**Run 1: wiring by layer**

Two of the layers only.
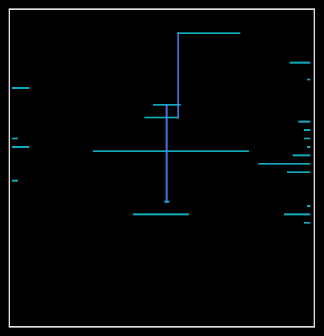
**Run 1: drive-strength map**

Scale bar: 10 microns.
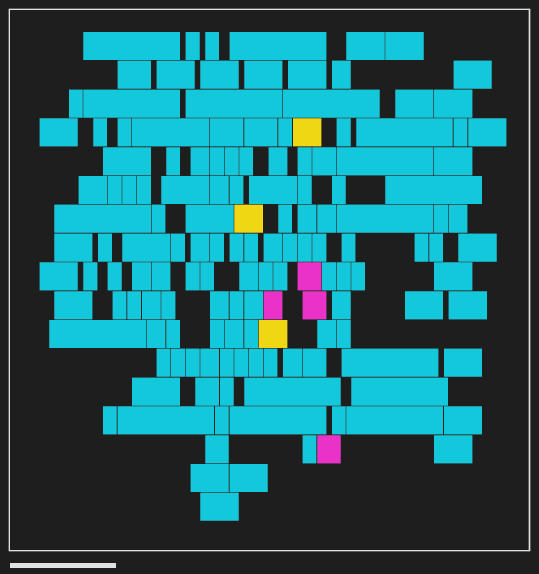
**Run 1: track usage over the die**

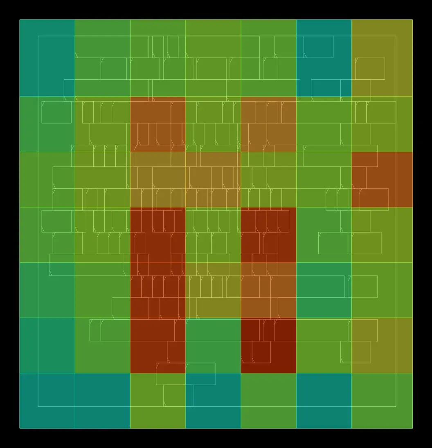
===== config.mk =====
export PLATFORM = sky130hd
export DESIGN_NAME = wptr_full_level
export DESIGN_NICKNAME = d
export VERILOG_FILES = /design/src/rtl/wptr_full_level.sv
export SDC_FILE = /design/constraint.sdc
export NUM_CORES = 1
export LEC_CHECK = 0
export ABC_AREA = 1
export CORE_AREA = 2 2 47 49
export DETAILED_ROUTE_END_ITERATION = 7
export DIE_AREA = 0 0 49 51
export GPL_TIMING_DRIVEN = 0
export PLACE_DENSITY = 0.9
export SYNTH_ARGS = -nofsm -noshare
export SYNTH_HDL_FRONTEND = slang
export SYNTH_SLANG_ARGS = --single-unit

===== constraint.sdc =====
create_clock -name wclk -period 5.25 [get_ports wclk]
set_input_delay 1.575 -clock wclk [delete_from_list [all_inputs] [get_ports wclk]]
set_output_delay 1.575 -clock wclk [all_outputs]
set_load 0.05 [all_outputs]

===== src/rtl/wptr_full_level.sv =====
// Write-domain pointer manager for a dual-clock Gray-pointer FIFO.
// It holds the binary and Gray write pointers and drives the RAM write address.
// It registers full, almost-full and fill-level flags, computed against the
// read pointer after synchronisation into wclk. It also keeps a sticky
// overflow error flag.
// Ports:
//   wclk, wrst_n  write clock, async active-low reset
//   winc          producer write request
//   wq2_rptr      Gray read pointer synchronised into wclk
//   clr_ovf       clears the sticky overflow flag
//   waddr         RAM write address (low bits of binary write pointer)
//   wptr          registered Gray write pointer to the read-domain synchroniser
//   wfull         registered full flag
//   walmost_full  registered almost-full flag (level >= AFULL_THRESH)
//   wlevel        registered fill level as seen from the write side
//   wovf          sticky overflow: write attempted while full
module wptr_full_level #(
  parameter int unsigned ADDRSIZE     = 4,
  parameter int unsigned AFULL_THRESH = 12
) (
  input  logic                wclk,
  input  logic                wrst_n,
  input  logic                winc,
  input  logic [ADDRSIZE:0]   wq2_rptr,
  input  logic                clr_ovf,
  output logic [ADDRSIZE-1:0] waddr,
  output logic [ADDRSIZE:0]   wptr,
  output logic                wfull,
  output logic                walmost_full,
  output logic [ADDRSIZE:0]   wlevel,
  output logic                wovf
);

  localparam int unsigned PW = ADDRSIZE + 1;

  logic [PW-1:0] wbin_q, wbin_d;
  logic [PW-1:0] wptr_q, wptr_d;
  logic [PW-1:0] wlevel_q, wlevel_d;
  logic          wfull_q, wfull_d;
  logic          wafull_q, wafull_d;
  logic          wovf_q, wovf_d;

  logic          accept;
  logic [PW-1:0] rbin_s;
  logic [PW-1:0] full_ptr;

  // Gray-to-binary of the synchronised read pointer, XOR prefix from the MSB.
  always_comb begin
    rbin_s = '0;
    rbin_s[PW-1] = wq2_rptr[PW-1];
    for (int i = int'(PW) - 2; i >= 0; i--) begin
      rbin_s[i] = rbin_s[i+1] ^ wq2_rptr[i];
    end
  end

  // Full when the next Gray write pointer is exactly one lap ahead of the read pointer.
  assign full_ptr = {~wq2_rptr[ADDRSIZE:ADDRSIZE-1], wq2_rptr[ADDRSIZE-2:0]};

  // Next-state logic for pointers, flags and level.
  always_comb begin
    accept   = winc & ~wfull_q;
    wbin_d   = wbin_q + PW'(accept);
    wptr_d   = (wbin_d >> 1) ^ wbin_d;
    wlevel_d = wbin_d - rbin_s;
    wfull_d  = (wptr_d == full_ptr);
    wafull_d = (wlevel_d >= PW'(AFULL_THRESH));
    // Set has priority over clear so a same-cycle overflow is never lost.
    wovf_d   = (winc & wfull_q) | (wovf_q & ~clr_ovf);
  end

  // State registers.
  always_ff @(posedge wclk or negedge wrst_n) begin
    if (!wrst_n) begin
      wbin_q   <= '0;
      wptr_q   <= '0;
      wlevel_q <= '0;
      wfull_q  <= 1'b0;
      wafull_q <= 1'b0;
      wovf_q   <= 1'b0;
    end else begin
      wbin_q   <= wbin_d;
      wptr_q   <= wptr_d;
      wlevel_q <= wlevel_d;
      wfull_q  <= wfull_d;
      wafull_q <= wafull_d;
      wovf_q   <= wovf_d;
    end
  end

  assign waddr        = wbin_q[ADDRSIZE-1:0];
  assign wptr         = wptr_q;
  assign wfull        = wfull_q;
  assign walmost_full = wafull_q;
  assign wlevel       = wlevel_q;
  assign wovf         = wovf_q;

endmodule


==> impl_metrics.py, run 1 <==
# Auto-generated metrics
metrics = {
    "clocking": {
        "cts_setup_buffers": 0,
        "path_clk_slew_ns": 0.10,
        "cts_tree": "built",
        "postCtsHoldBufs": 0,
    },
    "routing": {
        "first_pass_iters": 4,
        "highest_layer": "met4",
        "drcViolationCount": 0,
        "drtAntennaViolNets": 0,
        "wl_met2_microns": 999,
    },
    "layout": {
        "logic_gate_count": 82,
        "fill_cells": 182,
        "logic_area_sq_um": 439,
        "lay_top_cells": "nand2_1, clkdlybuf4s50_1, inv_1",
        "drive_gt1_share_pct": 4.76,
    },
    "global_route": {
        "grt_pass1_wl_microns": 3240,
        "grt_max_degree": 18,
        "grt.overflow.total": 0,
    },
    "final_timing": {
        "rsz0062_at_grt": "false",
        "finalClockPeriodUsage_pct": 73.1,
        "slew_violations": 0,
        "slew_headroom_pct": 50.8,
        "fin_setup_tns_ns": 0,
    },
    "setup_path": {
        "cp_top_family": "adder cells",
        "crit_required_ns": 5.43,
        "crit_type": "in2reg",
        "end_kind": "register",
    },
    "synth": {
        "ys_sh_adder_pct": 10.2,
        "ys_sh_xor_pct": 2.81,
        "synth_cells": 118,
        "synthTopCellsByArea": "dfrtp_1, nand2_1, nand3_1",
        "numSynthFlops": 17,
        "edf_count": 0,
        "ys_cells": 118,
        "ys_top_logic_family": "simple AND/OR/NAND/NOR gates",
        "ys_chip_area_sq_um": 936,
    },
    "outcome": {
        "run_status": "finished, final reports clean",
    },
    "placed_design": {
        "dp_hpwl_microns": 1580,
        "io_buffers": 25,
        "dp_cells": 171,
    },
    "die": {
        "initCoreUtil_pct": 45.4,
    },
    "worst_hold_path": {
        "hold-path-cell-count": 2,
        "hp-class": "reg2reg",
    },
    "job": {
        "cap_viol_max_count": 0,
    },
}
## Picture notes: 'wiring by layer'
Key: blue = M4 [wire length 29.2 microns]; cyan = M3 [wire length 84.9 microns]
GRT Util Overall: 16.6%
total number of vias: 862

## Picture notes: 'drive-strength map'
Key: yellow = x3 and x4 [cells 3, share 2.0%, most used clkbuf_4]; cyan = x1 and smaller [cells 140, share 95%, most used nand2_1]; magenta = x2 [cells 4, share 2.7%, most used nand2_2]
Finished Cell Area: 1250 sq um
setup ws final: 1.41 ns
Area Overhead vs Synth: 33.4%
buffers outside the clock class: 25

## Picture notes: 'track usage over the die'
Layout Utilization: 60.5%
GR Util met3: 2.05%
global routing's busiest layer: met2
M1 GR Usage: 18.5%
grt met2 use: 31.7%

==> run 2: changes to the inputs <==
--- a/config.mk
+++ b/config.mk
@@ -6,11 +6,11 @@
 export NUM_CORES = 1
 export LEC_CHECK = 0
 export ABC_AREA = 1
-export CORE_AREA = 2 2 47 49
+export CORE_AREA = 2 2 49 51
 export DETAILED_ROUTE_END_ITERATION = 7
-export DIE_AREA = 0 0 49 51
+export DIE_AREA = 0 0 51 53
 export GPL_TIMING_DRIVEN = 0
-export PLACE_DENSITY = 0.9
+export PLACE_DENSITY = 0.84
 export SYNTH_ARGS = -nofsm -noshare
 export SYNTH_HDL_FRONTEND = slang
 export SYNTH_SLANG_ARGS = --single-unit
==> constraint.sdc (replaced) <==
create_clock -name wclk -period 3.65 [get_ports wclk]
set_input_delay 1.095 -clock wclk [delete_from_list [all_inputs] [get_ports wclk]]
set_output_delay 1.095 -clock wclk [all_outputs]
set_load 0.05 [all_outputs]
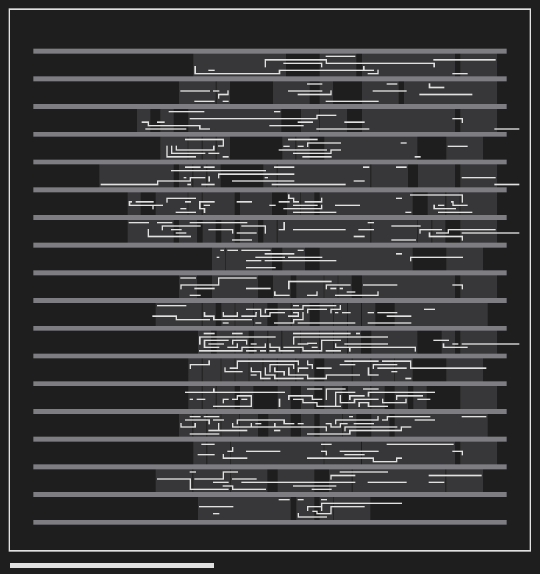
**Above:** run 2 (signal wires on met1).
Scale bar: 20 microns. Supply wires on this layer in gray. Cells faint in the background.
The layer carries 841 microns of wire. The longest straight run is 12.4 microns. The wires run mostly horizontal.
M1 GR Usage: 18.9%
total number of vias: 866
Post-Route WL: 2060 microns

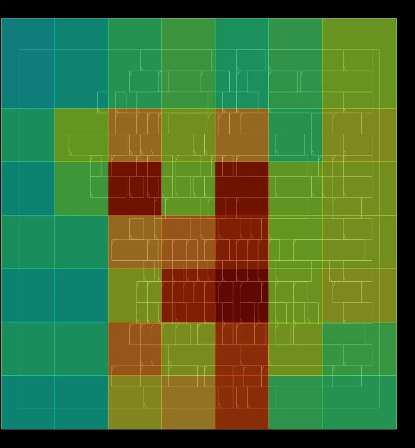
**Above:** run 2 (track usage over the die).
WL per Instance: 11.8 microns
grt met2 use: 32.7%
GRT Util Overall: 17.5%

==> impl_metrics.py, run 2 <==
# Auto-generated metrics
metrics = {
    "worst_hold_path": {
        "hold-path-cell-count": 2,
        "hp-class": "reg2reg",
    },
    "placed_design": {
        "io_buffers": 25,
        "dp_hpwl_microns": 1590,
    },
    "layout": {
        "fin_util_pct": 58.1,
        "fill_cells": 189,
        "synthToLayoutAreaGrowth_pct": 33.4,
    },
    "global_route": {
        "grt_busiest_layer": "met2",
        "use_met3_pct": 1.69,
    },
    "final_timing": {
        "slew_violations": 0,
        "rsz0062_at_grt": "false",
    },
    "die": {
        "initCoreUtil_pct": 43.6,
    },
    "clocking": {
        "postCtsHoldBufs": 0,
        "path_clk_slew_ns": 0.10,
    },
    "setup_path": {
        "end_kind": "register",
        "cp_top_family": "adder cells",
    },
    "routing": {
        "highest_layer": "met4",
        "drcViolationCount": 0,
    },
    "outcome": {
        "run_status": "finished, final reports clean",
    },
    "synth": {
        "ys_top_logic_family": "simple AND/OR/NAND/NOR gates",
    },
}
==> run 3: changes to the inputs <==
--- a/config.mk
+++ b/config.mk
@@ -6,10 +6,11 @@
 export NUM_CORES = 1
 export LEC_CHECK = 0
 export ABC_AREA = 1
-export CORE_AREA = 2 2 49 51
+export CORE_AREA = 8 8 55 57
 export DETAILED_ROUTE_END_ITERATION = 7
-export DIE_AREA = 0 0 51 53
+export DIE_AREA = 0 0 63 65
 export GPL_TIMING_DRIVEN = 0
+export HOLD_SLACK_MARGIN = 0.02
 export PLACE_DENSITY = 0.84
 export SYNTH_ARGS = -nofsm -noshare
 export SYNTH_HDL_FRONTEND = slang
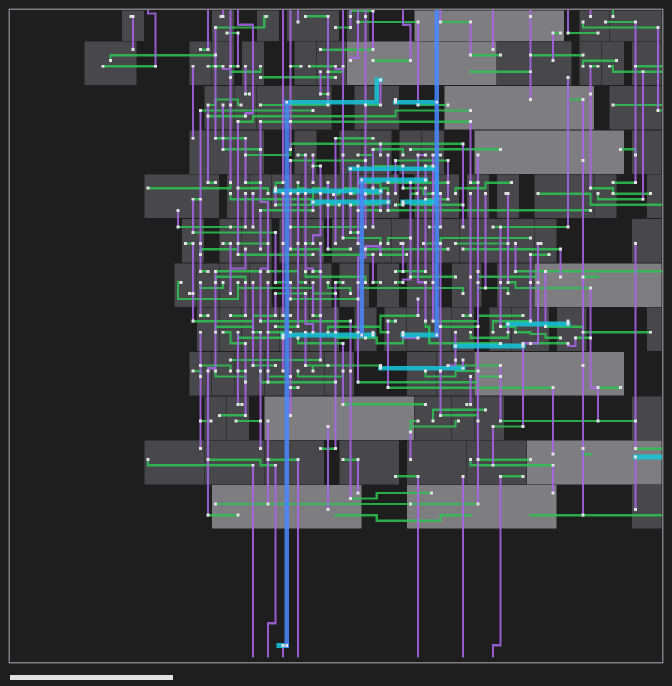
**Above:** run 3 (close-up of the layout).
Scale bar: 10 microns. Window x 12 to 52, y 0 to 40 microns. Cells in gray, sequential cells in the stronger gray; small squares are vias.
Key: green = M1; blue = M4; cyan = M3; purple = M2
110 logic cells have their middle in the window. Most frequent: nand2_1 (33), nand3_1 (16), inv_1 (15). Netlist names of flops here include wbin_q (5), wptr (3). Sequential cells in the window: 10.

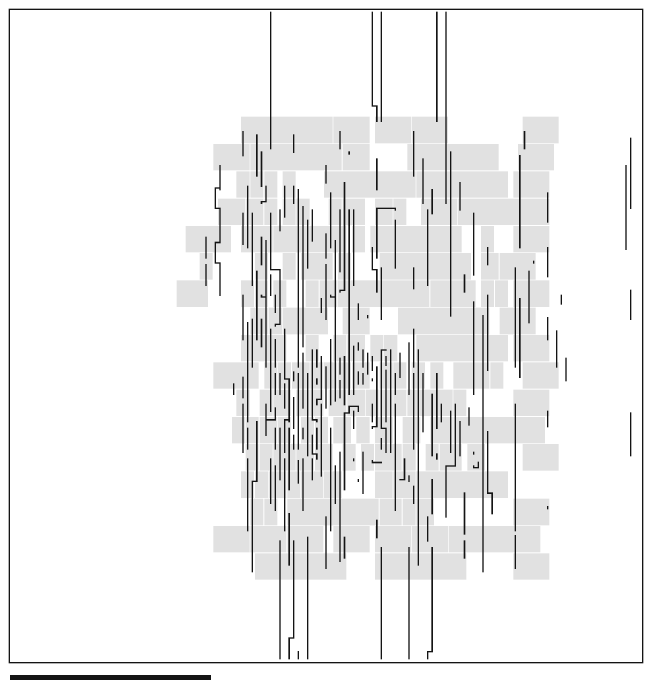
**Above:** run 3 (M2 wires).
Scale bar: 20 microns. Cells faint in the background.
138 nets have wire on it. The layer carries 982 microns of wire. The layer holds 47% of the routed length.
grt met2 use: 17.7%
Post-Route WL: 2080 microns
total number of vias: 863

==> impl_metrics.py, run 3 <==
# Auto-generated metrics
metrics = {
    "die": {
        "initCoreUtil_pct": 43.6,
    },
    "global_route": {
        "use_met3_pct": 2.75,
        "grtUsageTotal_pct": 10.7,
        "grt.overflow.total": 0,
        "gr-usage-met1_pct": 11.4,
        "grt_pass1_wl_microns": 3670,
    },
    "placed_design": {
        "io_buffers": 25,
        "dp_cells": 171,
        "dp_hpwl_microns": 1690,
    },
    "layout": {
        "nNonClkBuffers": 25,
        "logic_area_sq_um": 439,
        "synthToLayoutAreaGrowth_pct": 33.4,
        "fill_cells": 182,
        "drive_gt1_share_pct": 4.76,
    },
    "job": {
        "cap_viol_max_count": 0,
    },
    "synth": {
        "edf_count": 0,
        "ys_cells": 118,
        "ys_chip_area_sq_um": 936,
    },
    "setup_path": {
        "end_kind": "register",
        "crit_required_ns": 3.84,
    },
    "final_timing": {
        "rsz0062_at_grt": "false",
        "fin_ws_ns": 0.278,
    },
    "routing": {
        "wl_met2_microns": 981,
        "first_pass_iters": 5,
    },
    "clocking": {
        "postCtsHoldBufs": 0,
        "cts_tree": "built",
        "path_clk_slew_ns": 0.09,
    },
    "outcome": {
        "run_status": "finished, final reports clean",
    },
    "worst_hold_path": {
        "hp-class": "reg2reg",
    },
}
